==> src/rtl/adder_sequencer.sv <==
// Multi-cycle add/subtract sequencer: walks the operands through an
// external WIDTH-bit adder one slice per clock, rippling the carry
// between cycles, and registers the N-bit result on completion.
module adder_sequencer #(
  parameter int WIDTH  = 8,
  parameter int SLICES = 4
) (
  input  logic                      clock,
  input  logic                      reset,
  input  logic                      start,
  input  logic                      sub,
  input  logic                      carry_in,
  input  logic [WIDTH*SLICES-1:0]   a,
  input  logic [WIDTH*SLICES-1:0]   b,
  output logic [WIDTH-1:0]          adder_x,
  output logic [WIDTH-1:0]          adder_y,
  output logic                      adder_cin,
  input  logic [WIDTH-1:0]          adder_z,
  input  logic                      adder_cout,
  output logic                      busy,
  output logic                      done,
  output logic [WIDTH*SLICES-1:0]   result,
  output logic                      carry_out,
  output logic                      overflow
);

  localparam int KW = (SLICES > 1) ? $clog2(SLICES) : 1;
  localparam logic [KW-1:0] K_LAST = KW'(SLICES - 1);

  typedef enum logic [1:0] {IDLE, RUN, DONE} state_t;

  state_t                        state, state_next;
  logic [SLICES-1:0][WIDTH-1:0]  a_q, b_q, acc_q, acc_next;
  logic                          cin0_q, carry_q;
  logic [KW-1:0]                 k_q;
  logic                          last;

  assign last = (k_q == K_LAST);
  assign busy = (state != IDLE);
  assign done = (state == DONE);

  // State register
  always_ff @(posedge clock or negedge reset) begin
    if (!reset) state <= IDLE;
    else        state <= state_next;
  end

  // Next-state: IDLE waits for start, RUN walks slices, DONE is a single cycle
  always_comb begin
    state_next = state;
    case (state)
      IDLE:    if (start) state_next = RUN;
      RUN:     if (last)  state_next = DONE;
      DONE:    state_next = IDLE;
      default: state_next = IDLE;
    endcase
  end

  // Adder drive: only the current slice is presented, zero outside RUN
  always_comb begin
    adder_x   = '0;
    adder_y   = '0;
    adder_cin = 1'b0;
    if (state == RUN) begin
      adder_x   = a_q[k_q];
      adder_y   = b_q[k_q];
      adder_cin = (k_q == '0) ? cin0_q : carry_q;
    end
  end

  // Accumulator with the slice being returned merged in, so the final
  // slice can be committed to result on the same edge it arrives
  always_comb begin
    acc_next      = acc_q;
    acc_next[k_q] = adder_z;
  end

  // Operand capture, slice accumulation and result commit
  always_ff @(posedge clock or negedge reset) begin
    if (!reset) begin
      a_q       <= '0;
      b_q       <= '0;
      acc_q     <= '0;
      cin0_q    <= 1'b0;
      carry_q   <= 1'b0;
      k_q       <= '0;
      result    <= '0;
      carry_out <= 1'b0;
      overflow  <= 1'b0;
    end else begin
      case (state)
        IDLE: if (start) begin
          // Subtraction is a + ~b + 1, so invert b and force the carry-in
          a_q    <= a;
          b_q    <= sub ? ~b : b;
          cin0_q <= sub | carry_in;
          k_q    <= '0;
        end
        RUN: begin
          acc_q   <= acc_next;
          carry_q <= adder_cout;
          k_q     <= last ? '0 : k_q + KW'(1);
          if (last) begin
            result    <= acc_next;
            carry_out <= adder_cout;
            overflow  <= (a_q[SLICES-1][WIDTH-1] == b_q[SLICES-1][WIDTH-1]) &&
                         (adder_z[WIDTH-1] != a_q[SLICES-1][WIDTH-1]);
          end
        end
        default: ;
      endcase
    end
  end

endmodule

==> config.mk <==
export PLATFORM = sky130hd
export DESIGN_NAME = adder_sequencer
export DESIGN_NICKNAME = d
export VERILOG_FILES = /design/src/rtl/adder_sequencer.sv
export SDC_FILE = /design/constraint.sdc
export NUM_CORES = 1
export LEC_CHECK = 0
export CAP_MARGIN = 20
export CELL_PAD_IN_SITES_DETAIL_PLACEMENT = 1
export CELL_PAD_IN_SITES_GLOBAL_PLACEMENT = 1
export CORE_MARGIN = 2
export CORE_UTILIZATION = 41
export DETAILED_ROUTE_END_ITERATION = 8
export PLACE_DENSITY = 0.86
export RECOVER_POWER = 50
export SLEW_MARGIN = 20
export SYNTH_ARGS = -nofsm -noshare
export SYNTH_HDL_FRONTEND = slang
export SYNTH_SLANG_ARGS = --single-unit
==> constraint.sdc <==
create_clock -name clock -period 2.6 [get_ports clock]
set_input_delay 0.52 -clock clock [delete_from_list [all_inputs] [get_ports clock]]
set_output_delay 0.52 -clock clock [all_outputs]
set_load 0.02 [all_outputs]
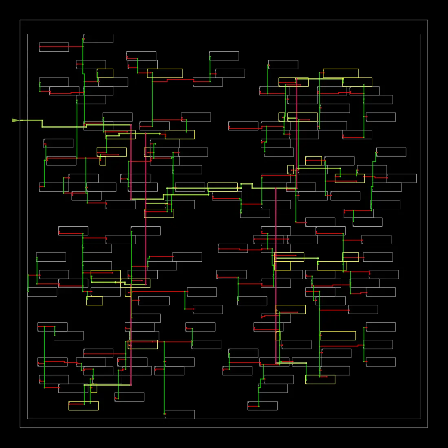
*Clock routing, run 1*
clock tree skew after final layout: 0.00460 ns
number of clock buffers in the layout: 23
clock network power: 2.50 mW

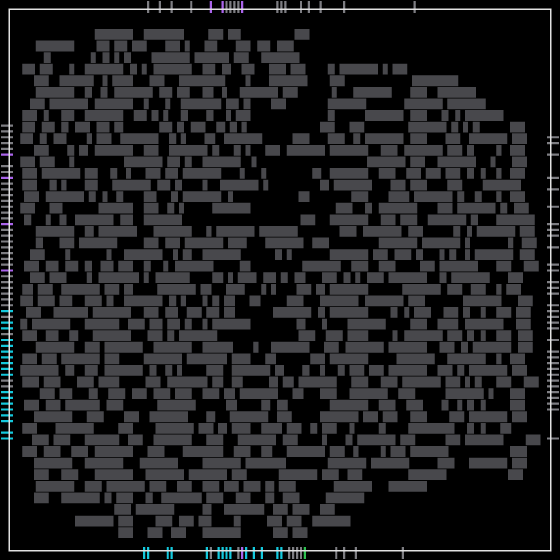
*Pin map, run 1*
Pins as bars across the die edge, other pins in gray.
busy: marked green, pins 1, direction output, edge south. adder_y: marked purple, pins 8, direction output, edge 4 west, 3 north, 1 south. a: marked cyan, pins 32, direction input, edge 18 west, 14 south.
All pins by edge: 53 west, 33 east, 26 south, 19 north.
overall die height: 127 um
die extent in x: 127 um
Port Buffer Count: 130

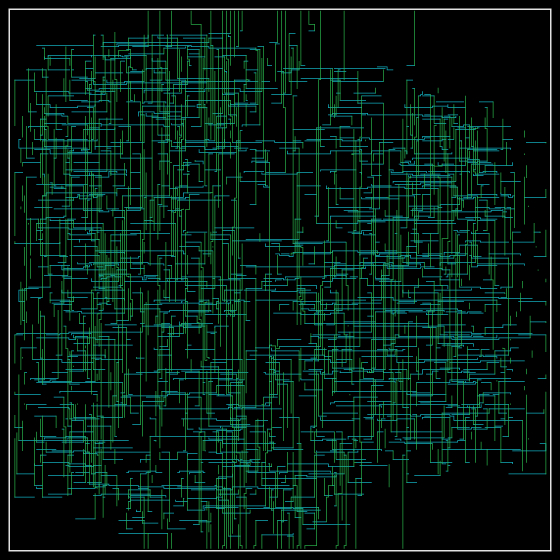
*Metal layers overlaid, run 1*
Two of the layers only.
metal 1: marked cyan, wire length 6220 um. metal 2: marked green, wire length 8200 um.
GRT Overall Usage: 0.206
via count: 4255
final wirelength: 15700 um

==> out/metrics.yaml, run 1 <==
outcome:
  run_status: "complete, no violations"
global_routing:
  overflow: 0
  pin_count_of_the_biggest_net_entering_global_routing: 102
  global_route.usage.met3: 0.0683
  initial_antenna_violation_count: 0
floorplan:
  core_sq_um: 14600
  rows: 44
  initial_utilization: 0.422
layout:
  fin_nets: 709
  regArea_sq_um: 3380
  comb_area_sq_um: 2600
  final-nonclk-buf-share: 0.175
  sh_comb_area: 0.314
  seq_share: 0.408
  ff_count: 135
  signal_buffers: 150
clock_network:
  cts.root.buffer_cell: "sky130_fd_sc_hd__clkbuf_16"
  clock_path_buffers: 2
  worstSkewPairLatency_ns: 0.42
final_timing:
  final.min_clock_period_ns: 2.55
  totalNegativeSetupSlack_ns: 0
power:
  vdd_ir_max_uv: 542
  switching_share: 0.347
  power_mw: 11.2
  netSwitchingPower_mw: 3.88
  cell_internal_pwr_mw: 7.30
min_path:
  worstHoldStart: "result[17]"
logic_synthesis:
  synthAdderAreaFrac: 0.0101
  yosys-stat-area_sq_um: 6180
  synth.lib_cells_used.distinct: 28
  synth_seq_share: 0.547
  mux_share: 0.233
drt:
  met1Wirelength_um: 6220
  ant_nets: 0
  met2_wirelength_um: 8200
  highest-signal-layer: "met4"
  drc_markers: 0
  drt-wirelength-per-cell_um: 19.1
placed_design:
  place.detailed.hpwl_um: 11200
  routability_driven_placement_congestion_ratio: 0.756
setup_path:
  critical_path.endpoint_type: "output pin"
  timing.critical_path.from_type: "register"
  crit_buf_inv: 2
  critical_path.slowest_cell: "sky130_fd_sc_hd__mux4_2"
run 1: cell usage after synthesis:
| cell | n |
|---|---|
| sky130_fd_sc_hd__dfrtp_1 | 135 |
| sky130_fd_sc_hd__mux2_2 | 65 |
| sky130_fd_sc_hd__nand2_1 | 36 |
| sky130_fd_sc_hd__nor2_1 | 36 |
| sky130_fd_sc_hd__a21oi_1 | 34 |
| sky130_fd_sc_hd__mux2i_1 | 32 |
| sky130_fd_sc_hd__o21ai_0 | 32 |
| sky130_fd_sc_hd__xnor2_1 | 32 |
| sky130_fd_sc_hd__buf_2 | 20 |
| sky130_fd_sc_hd__and2_1 | 16 |
| sky130_fd_sc_hd__mux4_1 | 8 |
| sky130_fd_sc_hd__mux4_2 | 8 |
| sky130_fd_sc_hd__clkbuf_1 | 7 |
| sky130_fd_sc_hd__buf_4 | 5 |
| sky130_fd_sc_hd__ha_1 | 5 |
| sky130_fd_sc_hd__nand2_2 | 4 |
| sky130_fd_sc_hd__inv_1 | 3 |
| sky130_fd_sc_hd__nor2b_1 | 2 |
| sky130_fd_sc_hd__o31ai_1 | 2 |
| sky130_fd_sc_hd__and3b_1 | 1 |
| sky130_fd_sc_hd__buf_12 | 1 |
| sky130_fd_sc_hd__buf_6 | 1 |
| sky130_fd_sc_hd__nand2b_1 | 1 |
| sky130_fd_sc_hd__nand3b_1 | 1 |
| sky130_fd_sc_hd__nor3b_2 | 1 |
| sky130_fd_sc_hd__o21bai_1 | 1 |
| sky130_fd_sc_hd__or2_2 | 1 |
| sky130_fd_sc_hd__or3_2 | 1 |
run 1: worst register-to-register path, stage by stage, from the launching register on:
cell and delay [ns]:
sky130_fd_sc_hd__dfrtp_2 0.45, sky130_fd_sc_hd__clkbuf_16 0.19, sky130_fd_sc_hd__inv_1 0.10, sky130_fd_sc_hd__ha_1 0.16, sky130_fd_sc_hd__clkbuf_1 0.53, sky130_fd_sc_hd__nand2_2 0.30, sky130_fd_sc_hd__mux2_2 0.35
run 1: what timing repair did:
| action | CTS | global route |
|---|---|---|
| hold buffers | 1 | 0 |
| setup buffers | 1 | 0 |
| endpoints found under the hold margin | 30 | 0 |
| gates resized | 24 | 13 |
| cloned | 0 | 1 |
| setup endpoints to repair | 17 | 5 |
run 1: layout by cell type (no fill, tap or decap), drive strengths merged, types with 2 or more instances in the layout:
master,count
o21ai,32
and2,16
xnor2,32
nand2,40
a21oi,34
nor2b,2
dfrtp,135
mux4,16
bufinv,3
inv,3
clkdlybuf4s15,5
mux2i,32
o31ai,2
dlygate4sd2,8
clkinv,6
nor2,36
mux2,65
clkdlybuf4s50,110
ha,5
clkbuf,31
dlygate4sd3,2
buf,17
run 1: power by group through the flow:
| stage | logic (mW) | registers [mW] | clock network (mW) |
|---|---|---|---|
| 2_1_floorplan | 2.89 | 3.93 | 0 |
| 3_3_place_gp | 4.81 | 3.71 | 0 |
| 3_5_place_dp | 5.05 | 3.81 | 0 |
| 4_1_cts | 4.94 | 3.79 | 2.54 |
| 5_1_grt | 5.32 | 3.93 | 2.62 |
| 6_report | 4.90 | 3.78 | 2.50 |
--- run 2 (diff from run 1) ---
CORE_MARGIN = 10   (was 2)
HOLD_SLACK_MARGIN = 0.05   (was default)
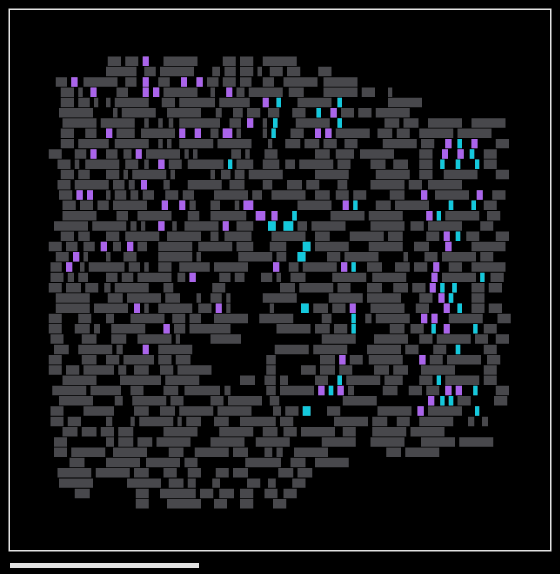
*Logic cells by family, run 2*
The bar under the picture is 50 um long.
inverting AOI/OAI gates: marked purple, cells 69. NAND gates: marked cyan, cells 42.

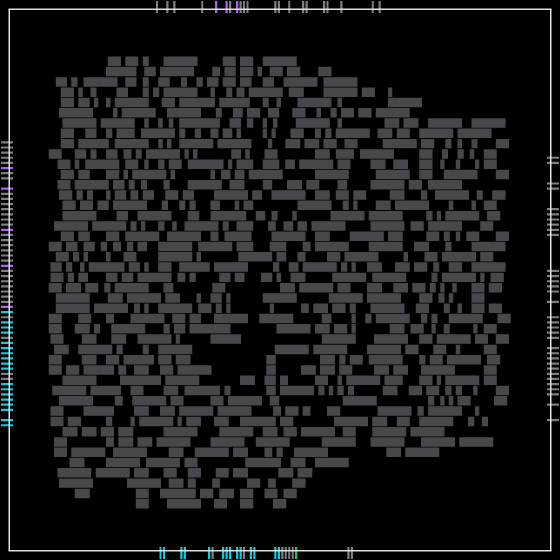
*Pin map, run 2*
Pins as bars across the die edge, other pins in gray.
overall die height: 143 um
die extent in x: 143 um

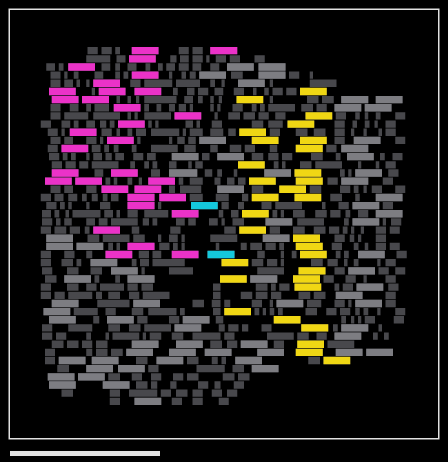
*Register map, names as in the netlist, run 2*
The bar under the picture is 50 um long. Other sequential cells in the stronger gray, the rest of the logic in the fainter gray.
state: marked cyan, sequential cells 2. b_q: marked magenta, sequential cells 32. acc_q: marked yellow, sequential cells 31.
Another 70 sequential cells are not colored.

==> out/metrics.yaml, run 2 <==
drt:
  met2_wirelength_um: 9020
  initial_detailed_routing_violation_count: 193
  first_pass_iters: 4
  via_count: 4327
  drc_markers: 0
  drt-wirelength-per-cell_um: 21.2
  met1Wirelength_um: 6770
  ant_nets: 0
  route.met3.wl_um: 1380
  highest-signal-layer: "met4"
  wl_um: 17500
setup_path:
  timing.critical_path.from_type: "register"
  crit_buf_inv: 2
  cp_cell_sequence: "clkbuf_16, mux4_2, and2_1, clkdlybuf4s15_1"
  worst_path_top_cell_family_by_delay: "buffers and inverters"
  critical_path.endpoint_type: "output pin"
  largest_fanout_of_any_net_on_the_critical_path: 7
  worstReg2RegStart: "state[1]"
  critical_path.slowest_cell: "sky130_fd_sc_hd__mux4_2"
  cp.arrival_ns: 2.01
power:
  cell_internal_pwr_mw: 7.22
  netSwitchingPower_mw: 4.03
  vdd_ir_max_uv: 561
  switching_share: 0.358
  cellLeakagePower_nw: 3.46
  share_comb_of_total_power: 0.441
layout:
  final_design_area_no_fill_sq_um: 8240
  fin_nets: 710
  regArea_sq_um: 3380
  comb_area_sq_um: 2590
  lay_top_cells: "sky130_fd_sc_hd__dfrtp_1 (134), sky130_fd_sc_hd__clkdlybuf4s50_1 (111), sky130_fd_sc_hd__mux2_2 (65)"
  top_regs: "a_q x32, b_q x32, result x32"
  top_cell_excl_fill_tap: "sky130_fd_sc_hd__dfrtp_1"
  layout-area-overhead-vs-synth_pct: 33.3
  inserted_diodes: 0
floorplan:
  core_sq_um: 14600
  io-pin-count: 131
  initial_utilization: 0.422
  rows: 44
  die_area_sq_um: 20400
final_timing:
  timing_hold_violations_final: 0
  setup_viol: 0
  max_freq_mhz: 395
  slew_headroom: -0.110
  rsz0062_at_grt: "no"
  worstMarginPinSlew_ns: 1.66
  drv_slew: 68
  totalNegativeSetupSlack_ns: 0
  final.min_clock_period_ns: 2.53
  final.setup_skew_ns: 0.00674
  final_critical_path_setup_slack_ns: 0.0685
  finalCritPeriodShare: 0.974
logic_synthesis:
  post_synth_edffs: 0
  synth.lib_cells_used.distinct: 28
  floorplan.nets: 574
  yosys_warn_count: 0
  ys_seq_elements: 135
  synth-async-reset-ratio: 1.00
  yosys-stat-area_sq_um: 6180
  number_of_instances_in_the_synthesized_netlist: 491
  yosysMostFrequentCell: "sky130_fd_sc_hd__dfrtp_1"
  syn-cell-area_sq_um: 6180
  yosys-top-cells-count: "sky130_fd_sc_hd__dfrtp_1 (135), sky130_fd_sc_hd__mux2_2 (65), sky130_fd_sc_hd__nand2_1 (36), sky130_fd_sc_hd__nor2_1 (36), sky130_fd_sc_hd__a21oi_1 (34)"
  syn-mean-instance-area_sq_um: 12.6
  synth_top_area_share: 0.547
  dominantRegCellSynth: "sky130_fd_sc_hd__dfrtp_1"
  netlist_top_cells_area: "sky130_fd_sc_hd__dfrtp_1 (55%), sky130_fd_sc_hd__mux2_2 (12%), sky130_fd_sc_hd__mux2i_1 (5.2%)"
  synth_seq_share: 0.547
outcome:
  failed_checks: "capacitance limit, slew limit"
  run_status: "finished with violations"
clock_network:
  cts_tree: "done"
  cts_inserted_buffers: 17
  worstSkewPairLatency_ns: 0.42
  clock_sinks: 135
  ctsHoldBuffers: 0
  clock_path_buffers: 2
  cts.root.buffer_cell: "sky130_fd_sc_hd__clkbuf_16"
global_routing:
  pin_count_of_the_biggest_net_entering_global_routing: 76
  overflow: 0
  initial_antenna_violation_count: 0
  vias_in_the_first_global_route: 4950
  grt_usage: 0.175
flow_run:
  warning_count: 31
  maxCapViolations: 1
placed_design:
  dpl-instance-area_sq_um: 7690
  pre_cts_ws_ns: 0.150
  port_buffers: 130
  place.detailed.hpwl_um: 12300
  routability_driven_placement_congestion_ratio: 0.754
min_path:
  worstHoldStart: "result[7]"
## run 2: cell counts after synthesis
Identical to the previous run, type by type.
## run 2: power groups by stage
stage          Clock, mW  Sequential [mW]  Combinational, mW
2_1_floorplan          0             3.93               2.89
3_3_place_gp           0             3.72               4.86
3_5_place_dp           0             3.83               5.11
4_1_cts             2.51             3.83               5.04
5_1_grt             2.61             3.97               5.41
6_report            2.47             3.82               4.96
## run 2: final timing paths
| kind | depth (start not counted) | to | slack, ns |
|---|---|---|---|
| min in group asynchronous | 1 | acc_q[17] | 0.52 |
| worst min-delay path | 2 | result[7] | 0.49 |
| worst min register to register | 2 | result[7] | 0.49 |
| worst max register to register | 5 | b_q[12] | 0.36 |
| max in group asynchronous | 2 | k_q[0] | 0.44 |
| worst max-delay path | 4 | adder_y[1] | 0.07 |
## run 2: cell type report
| type | instances | share of cell area |
|---|---|---|
| clock inverters | 8 | 0.0146 |
| repair buffers | 151 | 0.173 |
| flip-flops and latches | 135 | 0.410 |
| multi-input cells | 319 | 0.314 |
| clock buffers | 24 | 0.0585 |
| inverters | 3 | 0.00137 |
| well taps | 184 | 0.0279 |
## run 2: worst min-delay path, cell delays in order, from the launching register on
cell	delay (ns)
sky130_fd_sc_hd__dfrtp_1	0.34
sky130_fd_sc_hd__nand2_1	0.05
sky130_fd_sc_hd__o21ai_0	0.06
## run 2: kinds of logic after synthesis
logic type	Yosys count	share of synthesized area
DFF	135	0.547
xor gates and xnor gates	32	0.0454
adders and majority gates	5	0.0101
AOI/OAI and AO/OA	69	0.0571
buffers and inverters	37	0.0334
muxes	113	0.233
and+or+nand+nor	100	0.0739
## run 2: layer usage
metal,track usage,vias to the layer above
met4,0.0603,0
li1,-,1971
met5,0,-
met1,0.192,2188
met2,0.304,140
met3,0.0677,28
## run 2: what timing repair did
action,CTS,global route
setup buffers,0,3
gates cloned,0,1
gates resized,23,24
setup endpoints to repair,17,14
## run 2: metrics by stage
step	util	total power, mW	hold WS [ns]
3_5_place_dp	0.525	8.94	0.478
6_report	0.563	11.3	0.487
5_1_grt	0.563	12.0	0.512
2_1_floorplan	-	6.82	0.224
4_1_cts	0.565	11.4	0.113
3_3_place_gp	0.525	8.58	0.462
Power figures rest on the tool's default switching activity, not on a simulated workload.
